==> run_1/gate_families.png <==
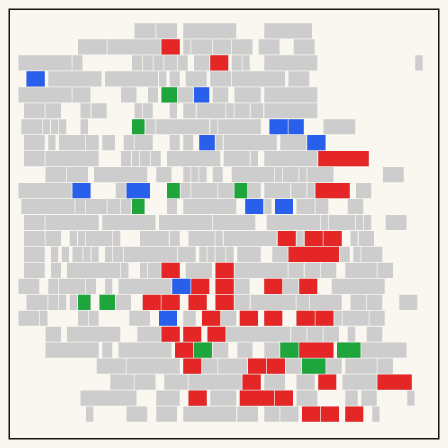
==> run_1/met2.png <==
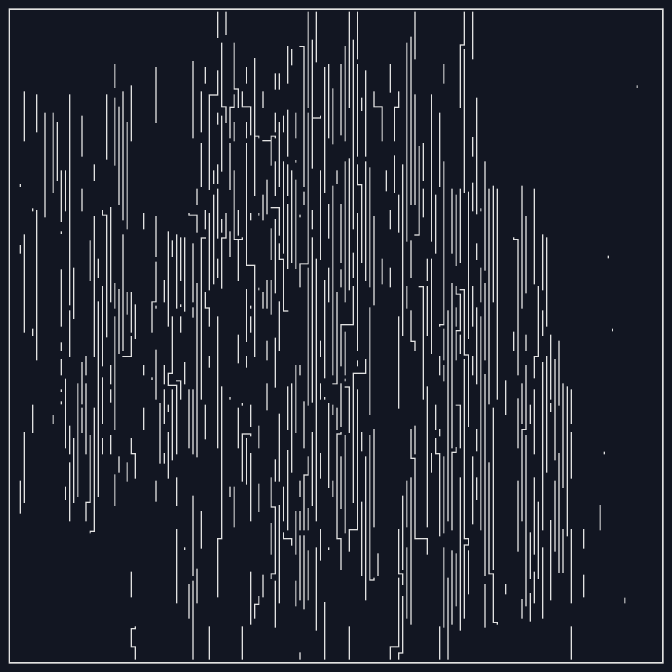
==> run_1/final_congestion.png <==
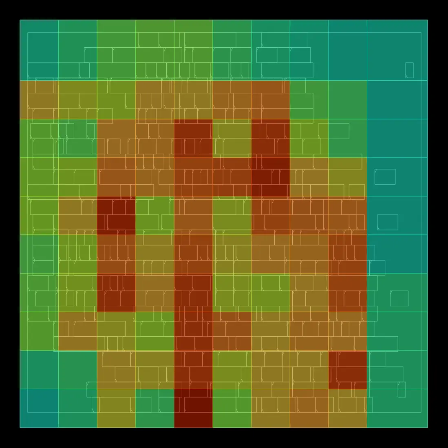
==> src/rtl/pattern_search_ctrl_if.sv <==
// Control and data-memory read-port bundle for pattern_search_ctrl.
// slave = the controller, master = top-level control plus memory.
interface pattern_search_ctrl_if #(
    parameter int ADDR_W = 8
);
    logic              start;
    logic [3:0]        pat;
    logic              busy;
    logic              done;
    logic [7:0]        ctb;
    logic [7:0]        cts;
    logic              mem_rd;
    logic [ADDR_W-1:0] mem_addr;
    logic [7:0]        mem_rdata;

    modport master (
        output start, pat, mem_rdata,
        input  busy, done, ctb, cts, mem_rd, mem_addr
    );

    modport slave (
        input  start, pat, mem_rdata,
        output busy, done, ctb, cts, mem_rd, mem_addr
    );
endinterface

==> src/rtl/pattern_search_ctrl.sv <==
// Memory-driven 4-bit pattern search: reads NBYTES bytes, counts in-byte (ctb) and whole-string (cts) matches.
// Optional `abort` input when PATTERN_SEARCH_ABORT_EN is defined.
module pattern_search_ctrl #(
    parameter int ADDR_W    = 8,
    parameter int BASE_ADDR = 0,
    parameter int NBYTES    = 8
) (
    input  logic clk,
    input  logic reset,
`ifdef PATTERN_SEARCH_ABORT_EN
    input  logic abort,
`endif
    pattern_search_ctrl_if.slave bus
);
    localparam int IDX_W = 4;

    typedef enum logic [1:0] {IDLE, READ, COUNT, DONE} state_t;

    state_t            r_state;
    logic [IDX_W-1:0]  r_idx;
    logic [7:0]        r_prev;
    logic [3:0]        r_pat;
    logic [7:0]        r_ctb;
    logic [7:0]        r_cts;
    logic              r_rd;
    logic [ADDR_W-1:0] r_addr;
    logic              r_busy;
    logic              r_done;

    logic [2:0]        w_inb;
    logic [1:0]        w_span;
    logic [5:0]        w_span_v;
    logic [IDX_W-1:0]  w_idx_nxt;

    assign w_span_v  = {r_prev[2:0], bus.mem_rdata[7:5]};
    assign w_idx_nxt = r_idx + 1'b1;

    always_comb begin
        w_inb  = '0;
        w_span = '0;
        for (int unsigned i = 0; i < 5; i++) begin
            if (bus.mem_rdata[i +: 4] == r_pat)
                w_inb = w_inb + 3'd1;
        end
        // Boundary windows only exist once a previous byte has been read.
        if (r_idx != '0) begin
            for (int unsigned i = 0; i < 3; i++) begin
                if (w_span_v[i +: 4] == r_pat)
                    w_span = w_span + 2'd1;
            end
        end
    end

    always_ff @(posedge clk or posedge reset) begin
        if (reset) begin
            r_state <= IDLE;
            r_idx   <= '0;
            r_prev  <= '0;
            r_pat   <= '0;
            r_ctb   <= '0;
            r_cts   <= '0;
            r_rd    <= 1'b0;
            r_addr  <= ADDR_W'(BASE_ADDR);
            r_busy  <= 1'b0;
            r_done  <= 1'b0;
        end else begin
            r_done <= 1'b0;
            case (r_state)
                IDLE: begin
                    if (bus.start) begin
                        r_pat   <= bus.pat;
                        r_ctb   <= '0;
                        r_cts   <= '0;
                        r_idx   <= '0;
                        r_prev  <= '0;
                        r_rd    <= 1'b1;
                        r_addr  <= ADDR_W'(BASE_ADDR);
                        r_busy  <= 1'b1;
                        r_state <= READ;
                    end
                end
                READ: begin
                    r_rd    <= 1'b0;
                    r_state <= COUNT;
                end
                COUNT: begin
                    r_ctb  <= r_ctb + 8'(w_inb);
                    r_cts  <= r_cts + 8'(w_inb) + 8'(w_span);
                    r_prev <= bus.mem_rdata;
                    if (r_idx == IDX_W'(NBYTES - 1)) begin
                        r_done  <= 1'b1;
                        r_state <= DONE;
                    end else begin
                        r_idx   <= w_idx_nxt;
                        r_rd    <= 1'b1;
                        r_addr  <= ADDR_W'(BASE_ADDR) + ADDR_W'(w_idx_nxt);
                        r_state <= READ;
                    end
                end
                DONE: begin
                    r_busy  <= 1'b0;
                    r_state <= IDLE;
                end
                default: r_state <= IDLE;
            endcase
`ifdef PATTERN_SEARCH_ABORT_EN
            // Overrides the case above, including a COUNT-to-DONE step.
            if (abort && (r_state == READ || r_state == COUNT)) begin
                r_state <= IDLE;
                r_ctb   <= '0;
                r_cts   <= '0;
                r_rd    <= 1'b0;
                r_busy  <= 1'b0;
                r_done  <= 1'b0;
            end
`endif
        end
    end

    assign bus.mem_rd   = r_rd;
    assign bus.mem_addr = r_addr;
    assign bus.busy     = r_busy;
    assign bus.done     = r_done;
    assign bus.ctb      = r_ctb;
    assign bus.cts      = r_cts;
endmodule

==> src/flat_wrapper.sv <==
// flat-port wrapper written by rule: the top's interface ports become plain ports
module pattern_search_ctrl_flat 
#(
    parameter int ADDR_W    = 8,
    parameter int BASE_ADDR = 0,
    parameter int NBYTES    = 8
)
  (clk, reset, bus_start, bus_pat, bus_mem_rdata, bus_busy, bus_done, bus_ctb, bus_cts, bus_mem_rd, bus_mem_addr);
  pattern_search_ctrl_if #(.ADDR_W(ADDR_W)) bus_i ();
  input  logic clk;
  input  logic reset;
  input wire logic [$bits(bus_i.start)-1:0] bus_start;
  input wire logic [$bits(bus_i.pat)-1:0] bus_pat;
  input wire logic [$bits(bus_i.mem_rdata)-1:0] bus_mem_rdata;
  output wire logic [$bits(bus_i.busy)-1:0] bus_busy;
  output wire logic [$bits(bus_i.done)-1:0] bus_done;
  output wire logic [$bits(bus_i.ctb)-1:0] bus_ctb;
  output wire logic [$bits(bus_i.cts)-1:0] bus_cts;
  output wire logic [$bits(bus_i.mem_rd)-1:0] bus_mem_rd;
  output wire logic [$bits(bus_i.mem_addr)-1:0] bus_mem_addr;
  assign bus_i.start = bus_start;
  assign bus_i.pat = bus_pat;
  assign bus_i.mem_rdata = bus_mem_rdata;
  assign bus_busy = bus_i.busy;
  assign bus_done = bus_i.done;
  assign bus_ctb = bus_i.ctb;
  assign bus_cts = bus_i.cts;
  assign bus_mem_rd = bus_i.mem_rd;
  assign bus_mem_addr = bus_i.mem_addr;
  pattern_search_ctrl #(.ADDR_W(ADDR_W), .BASE_ADDR(BASE_ADDR), .NBYTES(NBYTES)) u_core (.clk(clk), .reset(reset), .bus(bus_i));
endmodule
==> config.mk <==
export PLATFORM = sky130hd
export DESIGN_NAME = pattern_search_ctrl_flat
export DESIGN_NICKNAME = d
export VERILOG_FILES = /design/src/rtl/pattern_search_ctrl_if.sv /design/src/rtl/pattern_search_ctrl.sv /design/src/flat_wrapper.sv
export SDC_FILE = /design/constraint.sdc
export NUM_CORES = 1
export LEC_CHECK = 0
export CORE_UTILIZATION = 48
export CTS_CLUSTER_DIAMETER = 200
export DETAILED_ROUTE_END_ITERATION = 6
export PLACE_DENSITY = 0.88
export SYNTH_ARGS = -nofsm -noshare
export SYNTH_HDL_FRONTEND = slang
export SYNTH_SLANG_ARGS = --single-unit
export TNS_END_PERCENT = 1
==> constraint.sdc <==
create_clock -name clk -period 4.2 [get_ports clk]
set_clock_uncertainty 0.2 [all_clocks]
set_input_delay 0.42 -clock clk [delete_from_list [all_inputs] [get_ports clk]]
set_output_delay 0.42 -clock clk [all_outputs]
set_load 0.01 [all_outputs]
==> summary.txt, run 1 <==
run metrics: WP data arrival 4070 ps, sequential share of cell area 24.5%, yosys aoi share 14.8%, P_seq 0.494 mW, MI comb cells 180, Die Span Y 72.9 um, # placed instances 369, status complete, no violations, vias per cell 5.29, multiplexer area fraction after synthesis 2.28%, Worst Setup EP u_core.bus.cts[7], drc violations 0, Simple Share, Synth 13.5%, Pwr top combinational cells, clk root buf clkbuf_8, WL met2 3.01 mm, Reg power frac 25.5%, Init Core Util 50.5%, Setup crit end kind flip-flop, worst skew pair latency 290 ps, total of max-cap violations 0, tool warnings 31, top cells, area dfrtp_1, xnor2_1, ha_1, non-clk buf share 19.6%, R2R Setup Slk 80 ps, sequential fraction of the synthesis area 33.2%, final setup vio count 0, Final Wtd Congestion 0.804, wire per inst 15.5 um, peak supply drop 0.000307 V, setup bufs post-CTS 1, initial antenna violation count 0, Met1 Wirelength 2.52 mm, Area leader share 33.2%, area of the die 5320 um^2, Clock-cell share 3.28%, CTS Hold Bufs 0, synth unique cells 48, Worst slew margin 27.2%, clock sink total 32, first-pass iteration count of the detailed router 4, critical path class reg -> reg, WHS 317 ps, Adder Area Share 12.1%, XOR Share, Synth 16.3%, Non-Filler Instances 384, total gr overflow 0, Commonest flop dfrtp_1, Worst Setup Start Kind flip-flop, maximum clock path buffer count 2, WHS Path Cells 2, async set-reset flop share out of synthesis 100%, footprint of the multi-input gates 1550 um^2, CP Max Fanout 4, CTS H-tree depth 2, Max Fclk 0.243 GHz, Critical Path RT 4150 ps, clock transition at the registers of the reported paths 70 ps, top cell type by total area after synthesis dfrtp_1, HPWL Detailed 4.06 mm, cells on worst reg2reg path 17
About gate_families.png:
- blue: AND-OR and OR-AND gates (cells 12)
- green: AND and OR gates (cells 11)
- red: XOR/XNOR gates (cells 40)
logic share of the area: 47.4%
most numerous logic cell after layout: buf_4

About met2.png:
- main direction: vertical
- longest straight run: 29.2 um
routed wire length: 5.94 mm
routed via count: 2033

About final_congestion.png:
GRT Util Overall: 23.0%
GR Util met2: 39.8%
met3 Usage GRT: 4.42%
routing usage on met1: 28.2%

-- run 1: cells in the mapped netlist, types with 2 or more instances --
cell type / count
xor2_1: 9
buf_2: 3
nor2_1: 8
o2111ai_1: 2
o22ai_1: 2
fa_1: 4
nand2_1: 15
a22o_1: 7
o21ai_1: 2
or4_1: 3
nor4_4: 2
mux2_2: 4
inv_1: 24
ha_1: 17
nand2b_1: 2
buf_4: 4
nor2b_1: 2
or3_1: 4
clkbuf_1: 7
nand4_1: 6
o21ai_0: 16
xnor2_1: 27
dfrtp_1: 32
buf_6: 2
nand3_1: 6
a21oi_1: 11
and4_1: 3
o211ai_1: 3
a21o_1: 3
-- run 1: flip-flops by register name (all words and copies together) (netlist names) --
signal,count
u_core.bus.ctb,8
u_core.bus.cts,8
u_core.bus.mem_addr,4
u_core.r_pat,4
u_core.r_prev,3
u_core.r_state,2
u_core.bus.busy,1
u_core.bus.done,1
u_core.bus.mem_rd,1
-- run 1: critical path, cell delays in order (launching register included) --
cell,delay (ps)
dfrtp_2,440
buf_4,150
xnor2_1,190
nand4_1,220
buf_4,210
ha_2,200
a21boi_1,190
o221ai_2,160
ha_4,300
a22oi_2,90
fa_1,560
inv_1,60
ha_4,160
fa_2,340
a21o_1,190
nand4_1,100
xor2_1,140
o21ai_0,80
-- run 1: logic make-up after synthesis --
group                      count (synthesis)
AOI/OAI and AO/OA                         55
xor gates and xnor gates                  40
adders and majority gates                 21
buffers and inverters                     40
DFF                                       32
muxes                                      5
other                                      1
and+or+nand+nor                           55
-- run 1: stage by stage --
step | power, mW | setup WS (ps) | utilization [%]
floorplan | 1.18 | 43.4 | -
global placement | 1.44 | -380 | 62.8
detailed placement | 1.48 | -506 | 62.8
CTS | 1.81 | 14.9 | 65.7
global route | 2.09 | -93.2 | 68.5
finish | 1.94 | 81.6 | 68.5
==> run 2: changes to the inputs <==
- ABC_AREA: unset -> 1
- CORE_UTILIZATION: 48 -> 49
- PLACE_DENSITY: 0.88 -> 0.89
==> run_2/density.png <==
7 x 7 tiles, from white (low) to dark blue (high), 0 to 100% covered.
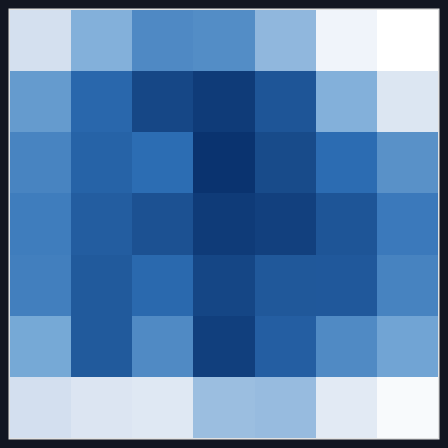
- densest ninth of the die: middle
- nearly empty tiles: 2.0%
- emptiest ninth of the die: top right
CORE AREA: 4880 um^2
Init Core Util: 52.3%
Final Util: 71.2%

==> summary.txt, run 2 <==
run metrics: WL met2 3.62 mm, P_seq 0.487 mW, status complete, no violations, total of max-cap violations 0, Worst Setup Start Kind flip-flop, maximum clock path buffer count 2, top cell type by total area after synthesis dfrtp_1, GR Util met2 45.3%, Final Wtd Congestion 0.846, routed via count 2522, largest delay contributor family on the critical path adder cells, Commonest flop dfrtp_1, crit path max-delay cell type dfrtp_1, CP Max Fanout 5, wire per inst 14.4 um, initial antenna violation count 0, XOR Share, Synth 6.87%, Simple Share, Synth 29.6%, count leader, synth nand2_1, HPWL Detailed 4.62 mm, area of the die 5500 um^2, final worst slack 91.8 ps, critical path class reg -> reg, cells on worst reg2reg path 23, WP data arrival 4120 ps, R2R Setup Slk 90 ps, CP bufs+invs 3, met3 Usage GRT 4.20%, worst slack, placed -653 ps, clock sink total 32, Die Span Y 74.1 um, peak supply drop 0.000463 V, drc violations 0, largest stage delay on the critical path 430 ps, top cells, area dfrtp_1, nand2_1, ha_1, synth unique cells 31, async set-reset flop share out of synthesis 100%, Pwr top combinational cells, total gr overflow 0, GRT Util Overall 25.3%, Adder Area Share 11.5%, footprint of the multi-input gates 1640 um^2
==> run_2/gate_families.png <==
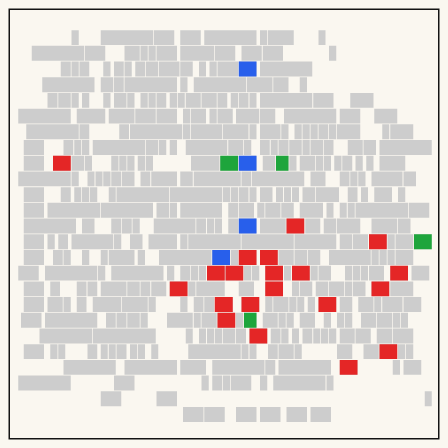
- blue: AND-OR and OR-AND gates (cells 4)
- red: XOR/XNOR gates (cells 20)
- green: AND and OR gates (cells 4)
most numerous logic cell after layout: nand2_1
Non-Filler Instances: 478
logic share of the area: 47.3%

[run 2: cell types whose count changed after synthesis, moves of 6 or more]
| cell | delta |
|---|---|
| nand2_1 | +72 |
| o22ai_1 | +6 |
| nor3_1 | +7 |
| nand2_2 | +11 |
| clkbuf_1 | -6 |
| xor2_1 | +6 |
| inv_2 | +10 |
| xnor2_1 | -22 |
| inv_1 | +15 |
| nor2_1 | +12 |
| nand3_1 | +13 |
[run 2: timing repair]
item / CTS / global route
resized: 21 / 28
buffers inserted: 3 / 6
setup endpoints to repair: 5 / 5
pin swaps: 12 / 20
cloned: 0 / 0
[run 2: kinds of logic (layout without fill, tap and decap cells)]
family / count (synthesis) / count (layout)
xor+xnor: 20 / 20
other cells: 1 / 4
simple gates: 160 / 160
compound gates: 45 / 45
flops: 32 / 32
fa+ha+maj: 21 / 21
buf+inv: 60 / 129
[run 2: worst max-delay path by stage]
stage,from,to,slack (ps)
6_report,u_core.r_pat[2],u_core.bus.cts[7],90
5_1_grt,u_core.r_pat[2],u_core.bus.cts[7],-80
4_1_cts,u_core.r_pat[2],u_core.bus.cts[7],5
3_5_place_dp,bus_mem_rdata[1],u_core.bus.cts[7],-650
3_3_place_gp,bus_mem_rdata[1],u_core.bus.cts[7],-410
2_1_floorplan,u_core.r_pat[0],u_core.bus.cts[7],30
[run 2: through the flow]
| step | cells | hold WS (ps) |
|---|---|---|
| after detailed placement | 461 | 289 |
| final | 478 | 308 |
| after global routing | 478 | 356 |
| after CTS | 472 | 309 |
| after floorplan | 342 | 273 |
| after global placement | 461 | 276 |
[run 2: layout make-up]
class                           instances  share of cell area [%]
Tap cell                               67                    2.41
Sequential cell                        32                    23.0
Clock inverter                          3                    1.22
Timing Repair Buffer                   72                    18.6
Inverter                               49                    5.44
Multi-Input combinational cell        250                    47.3
Clock buffer                            5                    1.98
Power is estimated from default activity; no workload was simulated.
